===== src/rtl/object_bbox_tracker.sv =====
// object_bbox_tracker: reduces a thresholded object-mask stream to a per-frame
// bounding box, object pixel count and integer centroid. Accumulation of the
// next frame overlaps the centroid division of the previous one.
module object_bbox_tracker #(
  parameter int unsigned H_RES      = 640,
  parameter int unsigned V_RES      = 480,
  parameter int unsigned MIN_PIXELS = 16
) (
  input  logic        clk,
  input  logic        rst_n,
  input  logic        object_pixel,
  input  logic [9:0]  x,
  input  logic [9:0]  y,
  input  logic        pixel_valid,
  input  logic        frame_valid,
  output logic [9:0]  bbox_x_min,
  output logic [9:0]  bbox_x_max,
  output logic [9:0]  bbox_y_min,
  output logic [9:0]  bbox_y_max,
  output logic [9:0]  centroid_x,
  output logic [9:0]  centroid_y,
  output logic [18:0] obj_count,
  output logic        obj_found,
  output logic        result_valid,
  output logic        overrun,
  output logic        busy
);

  localparam logic [10:0] H_LIM     = 11'(H_RES);
  localparam logic [10:0] V_LIM     = 11'(V_RES);
  localparam logic [18:0] MIN_CNT   = 19'(MIN_PIXELS);
  localparam logic [4:0]  LAST_ITER = 5'd27;

  typedef enum logic [1:0] {WAIT_SOF, ACCUM, DIV, PUBLISH} state_t;

  state_t      state, state_next;
  logic        frame_valid_d;
  logic        in_frame;
  logic        sof, eof, accept;
  logic        take_snap;

  // accumulators for the frame currently arriving
  logic [18:0] cnt;
  logic [27:0] sum_x, sum_y;
  logic [9:0]  xmin, xmax, ymin, ymax;

  // snapshot of the frame being divided / published
  logic [18:0] cnt_snap;
  logic [9:0]  xmin_s, xmax_s, ymin_s, ymax_s;

  // restoring dividers: numerator shift register, partial remainder, quotient
  logic [27:0] num_x, num_y;
  logic [18:0] rem_x, rem_y;
  logic [9:0]  q_x, q_y;
  logic [4:0]  iter;
  logic [19:0] trial_x, trial_y;
  logic        ge_x, ge_y;
  logic        found;

  assign sof    = frame_valid & ~frame_valid_d;
  assign eof    = ~frame_valid & frame_valid_d;
  assign accept = pixel_valid & frame_valid & object_pixel &
                  ({1'b0, x} < H_LIM) & ({1'b0, y} < V_LIM);
  assign found  = (cnt_snap >= MIN_CNT);

  // frame_valid history follows the input even in reset, so a frame already
  // running when reset releases never looks like a start of frame
  always_ff @(posedge clk) begin
    frame_valid_d <= frame_valid;
  end

  // state register plus frame-in-progress flag
  always_ff @(posedge clk) begin
    if (!rst_n) begin
      state    <= WAIT_SOF;
      in_frame <= 1'b0;
    end else begin
      state <= state_next;
      if (sof)      in_frame <= 1'b1;
      else if (eof) in_frame <= 1'b0;
    end
  end

  // next-state logic
  always_comb begin
    state_next = state;
    case (state)
      WAIT_SOF: if (sof) state_next = ACCUM;
      ACCUM:    if (eof) state_next = DIV;
      DIV:      if (iter == LAST_ITER) state_next = PUBLISH;
      PUBLISH: begin
        if (eof)                 state_next = DIV;
        else if (in_frame | sof) state_next = ACCUM;
        else                     state_next = WAIT_SOF;
      end
      default:  state_next = WAIT_SOF;
    endcase
  end

  // FSM outputs; an EOF landing in PUBLISH can still be snapshotted because
  // the result registers read the old snapshot on that same edge
  always_comb begin
    busy      = 1'b0;
    overrun   = 1'b0;
    take_snap = 1'b0;
    case (state)
      DIV: begin
        busy    = 1'b1;
        overrun = eof & rst_n;
      end
      ACCUM:   take_snap = eof;
      PUBLISH: take_snap = eof;
      default: ;
    endcase
  end

  // per-frame accumulation; SOF reloads initial values so nothing leaks across frames
  always_ff @(posedge clk) begin
    if (!rst_n || eof) begin
      cnt   <= '0;
      sum_x <= '0;
      sum_y <= '0;
      xmin  <= '1;
      xmax  <= '0;
      ymin  <= '1;
      ymax  <= '0;
    end else if (sof) begin
      cnt   <= accept ? 19'd1 : '0;
      sum_x <= accept ? 28'(x) : '0;
      sum_y <= accept ? 28'(y) : '0;
      xmin  <= accept ? x : '1;
      xmax  <= accept ? x : '0;
      ymin  <= accept ? y : '1;
      ymax  <= accept ? y : '0;
    end else if (accept) begin
      cnt   <= cnt + 19'd1;
      sum_x <= sum_x + 28'(x);
      sum_y <= sum_y + 28'(y);
      if (x < xmin) xmin <= x;
      if (x > xmax) xmax <= x;
      if (y < ymin) ymin <= y;
      if (y > ymax) ymax <= y;
    end
  end

  // one restoring-division trial step per divider
  always_comb begin
    trial_x = {rem_x, num_x[27]};
    trial_y = {rem_y, num_y[27]};
    ge_x    = (trial_x >= {1'b0, cnt_snap});
    ge_y    = (trial_y >= {1'b0, cnt_snap});
  end

  // snapshot capture and the 28-cycle MSB-first divide
  always_ff @(posedge clk) begin
    if (!rst_n) begin
      cnt_snap <= '0;
      xmin_s   <= '0;
      xmax_s   <= '0;
      ymin_s   <= '0;
      ymax_s   <= '0;
      num_x    <= '0;
      num_y    <= '0;
      rem_x    <= '0;
      rem_y    <= '0;
      q_x      <= '0;
      q_y      <= '0;
      iter     <= '0;
    end else if (take_snap) begin
      cnt_snap <= cnt;
      xmin_s   <= xmin;
      xmax_s   <= xmax;
      ymin_s   <= ymin;
      ymax_s   <= ymax;
      num_x    <= sum_x;
      num_y    <= sum_y;
      rem_x    <= '0;
      rem_y    <= '0;
      q_x      <= '0;
      q_y      <= '0;
      iter     <= '0;
    end else if (state == DIV) begin
      num_x <= {num_x[26:0], 1'b0};
      num_y <= {num_y[26:0], 1'b0};
      rem_x <= ge_x ? 19'(trial_x - {1'b0, cnt_snap}) : trial_x[18:0];
      rem_y <= ge_y ? 19'(trial_y - {1'b0, cnt_snap}) : trial_y[18:0];
      q_x   <= {q_x[8:0], ge_x};
      q_y   <= {q_y[8:0], ge_y};
      iter  <= iter + 5'd1;
    end
  end

  // result registers, loaded only in PUBLISH
  always_ff @(posedge clk) begin
    if (!rst_n) begin
      bbox_x_min   <= '0;
      bbox_x_max   <= '0;
      bbox_y_min   <= '0;
      bbox_y_max   <= '0;
      centroid_x   <= '0;
      centroid_y   <= '0;
      obj_count    <= '0;
      obj_found    <= 1'b0;
      result_valid <= 1'b0;
    end else begin
      result_valid <= (state == PUBLISH);
      if (state == PUBLISH) begin
        obj_count  <= cnt_snap;
        obj_found  <= found;
        bbox_x_min <= found ? xmin_s : '0;
        bbox_x_max <= found ? xmax_s : '0;
        bbox_y_min <= found ? ymin_s : '0;
        bbox_y_max <= found ? ymax_s : '0;
        centroid_x <= found ? q_x : '0;
        centroid_y <= found ? q_y : '0;
      end
    end
  end

endmodule


===== config.mk =====
export PLATFORM = sky130hd
export DESIGN_NAME = object_bbox_tracker
export DESIGN_NICKNAME = d
export VERILOG_FILES = /design/src/rtl/object_bbox_tracker.sv
export SDC_FILE = /design/constraint.sdc
export NUM_CORES = 1
export LEC_CHECK = 0
export CAP_MARGIN = 10
export CORE_MARGIN = 3
export CORE_UTILIZATION = 44
export DETAILED_ROUTE_END_ITERATION = 8
export GPL_ROUTABILITY_DRIVEN = 0
export PLACE_DENSITY = 0.63
export SKIP_LAST_GASP = 1
export SYNTH_ARGS = -nofsm -noshare
export SYNTH_HDL_FRONTEND = slang
export SYNTH_SLANG_ARGS = --single-unit

===== constraint.sdc =====
create_clock -name clk -period 8.2 [get_ports clk]
set_clock_uncertainty 0.2 [all_clocks]
set_input_delay 0.82 -clock clk [delete_from_list [all_inputs] [get_ports clk]]
set_output_delay 0.82 -clock clk [all_outputs]
set_load 0.02 [all_outputs]

==> images/m2.png <==
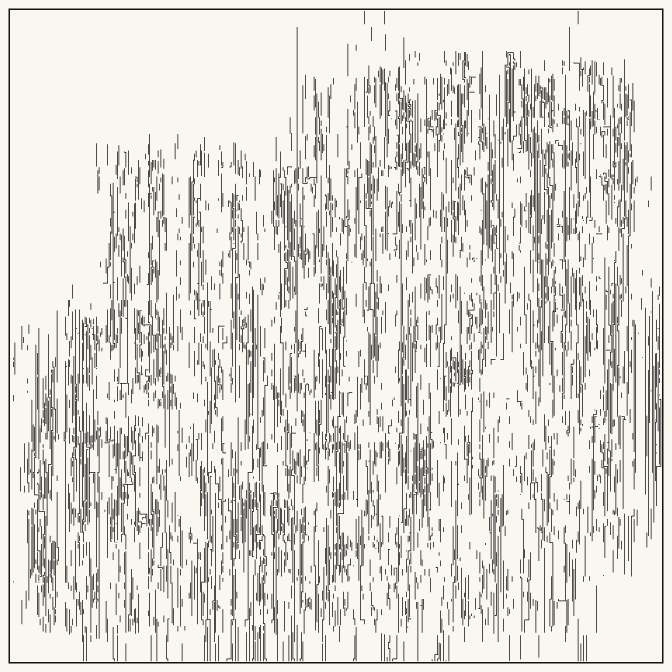
The layer holds 47% of the routed length. The layer carries 22.4 mm of wire. The longest straight run is 126 microns. The wires run mostly vertical. 1943 nets have wire on it.

==> images/sizing.png <==
The bar under the picture is 50 microns long.
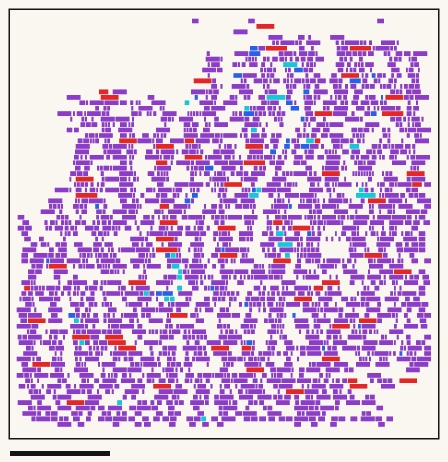
Key: x2 = blue [cells 38]; x3 and x4 = cyan [cells 26]; x6 and larger = red [cells 61]; x1 and smaller = purple [cells 2206]

==> images/closeup.png <==
Region (145, 38) to (175, 68) microns. Cells in grey, sequential cells in the stronger grey; small squares are vias.
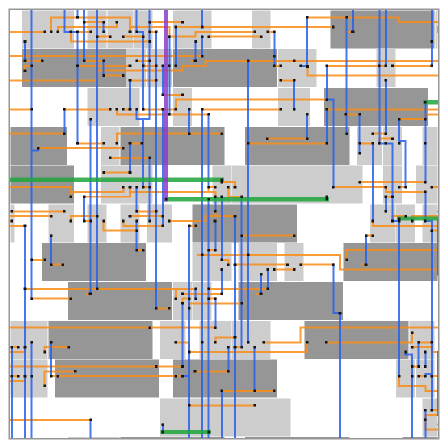
Key: M1 = orange; M4 = purple; M2 = blue; M3 = green
Most frequent: nand2_1 (19), dfxtp_1 (17), a21oi_1 (5). Netlist names of flops here include num_y (4), q_y (3), sum_y (2). Sequential cells in the window: 17. 60 logic cells have their middle in the window.

==> changes_impl.md <==
### Physical design

* Status: finished, final reports clean
* Reg-to-Reg End: rem_y[18]$_SDFFE_PP0P_
* Synth area leader: dfxtp_1
* Vias in the first global route at around 15000
* FP Rows at between 70 and 80
* Tmin final at around 4 ns
* Post-synthesis cell type count at between 70 and 80
* CP startpoint kind: register
* Unrepaired setup endpoints after global routing: false
* Setup TNS at 0 ns
* Clk pwr share at between 40% and 50%
* Mean Syn Cell Area at 8.339 sq um
* Non-clk bufs at around 120
* Core area at 42230 sq um
* Final setup vio count at 0
* Detail Placement HPWL at 32140 microns
* Basic Gates by Area at between 20% and 30%
* Net Sw Frac at around a quarter
* Clock root cell: clkbuf_16
* Floorplan Nets at around 2400
-- sequential cells by signal, summed over array words and instances, names as in the netlist, 19 cells and up --
register	flops
rem_x	19
cnt	19
rem_y	19
obj_count	19
num_x	28
sum_y	28
num_y	28
sum_x	28
cnt_snap	19
-- layout by cell type (no fill, tap or decap), drive strengths merged, types with 24 or more instances in the layout --
cell type,n
clkbuf,57
nor2,129
xnor2,58
nor3,46
o211a,57
nand2,387
nand3,89
a22oi,61
inv,99
a211oi,53
a21boi,85
mux2i,24
clkdlybuf4s50,106
o21ai,96
dfxtp,378
nor2b,82
ha,100
a21oi,127
-- metal layers --
layer	wire length [microns]	GRT usage [%]	vias to the layer above
met5	0	0	-
met4	1152	6.335	0
met3	2020	3.146	74
met2	22450	35.40	299
met1	22360	27.60	7628
li1	-	-	8052
Power and IR drop assume default switching activity.
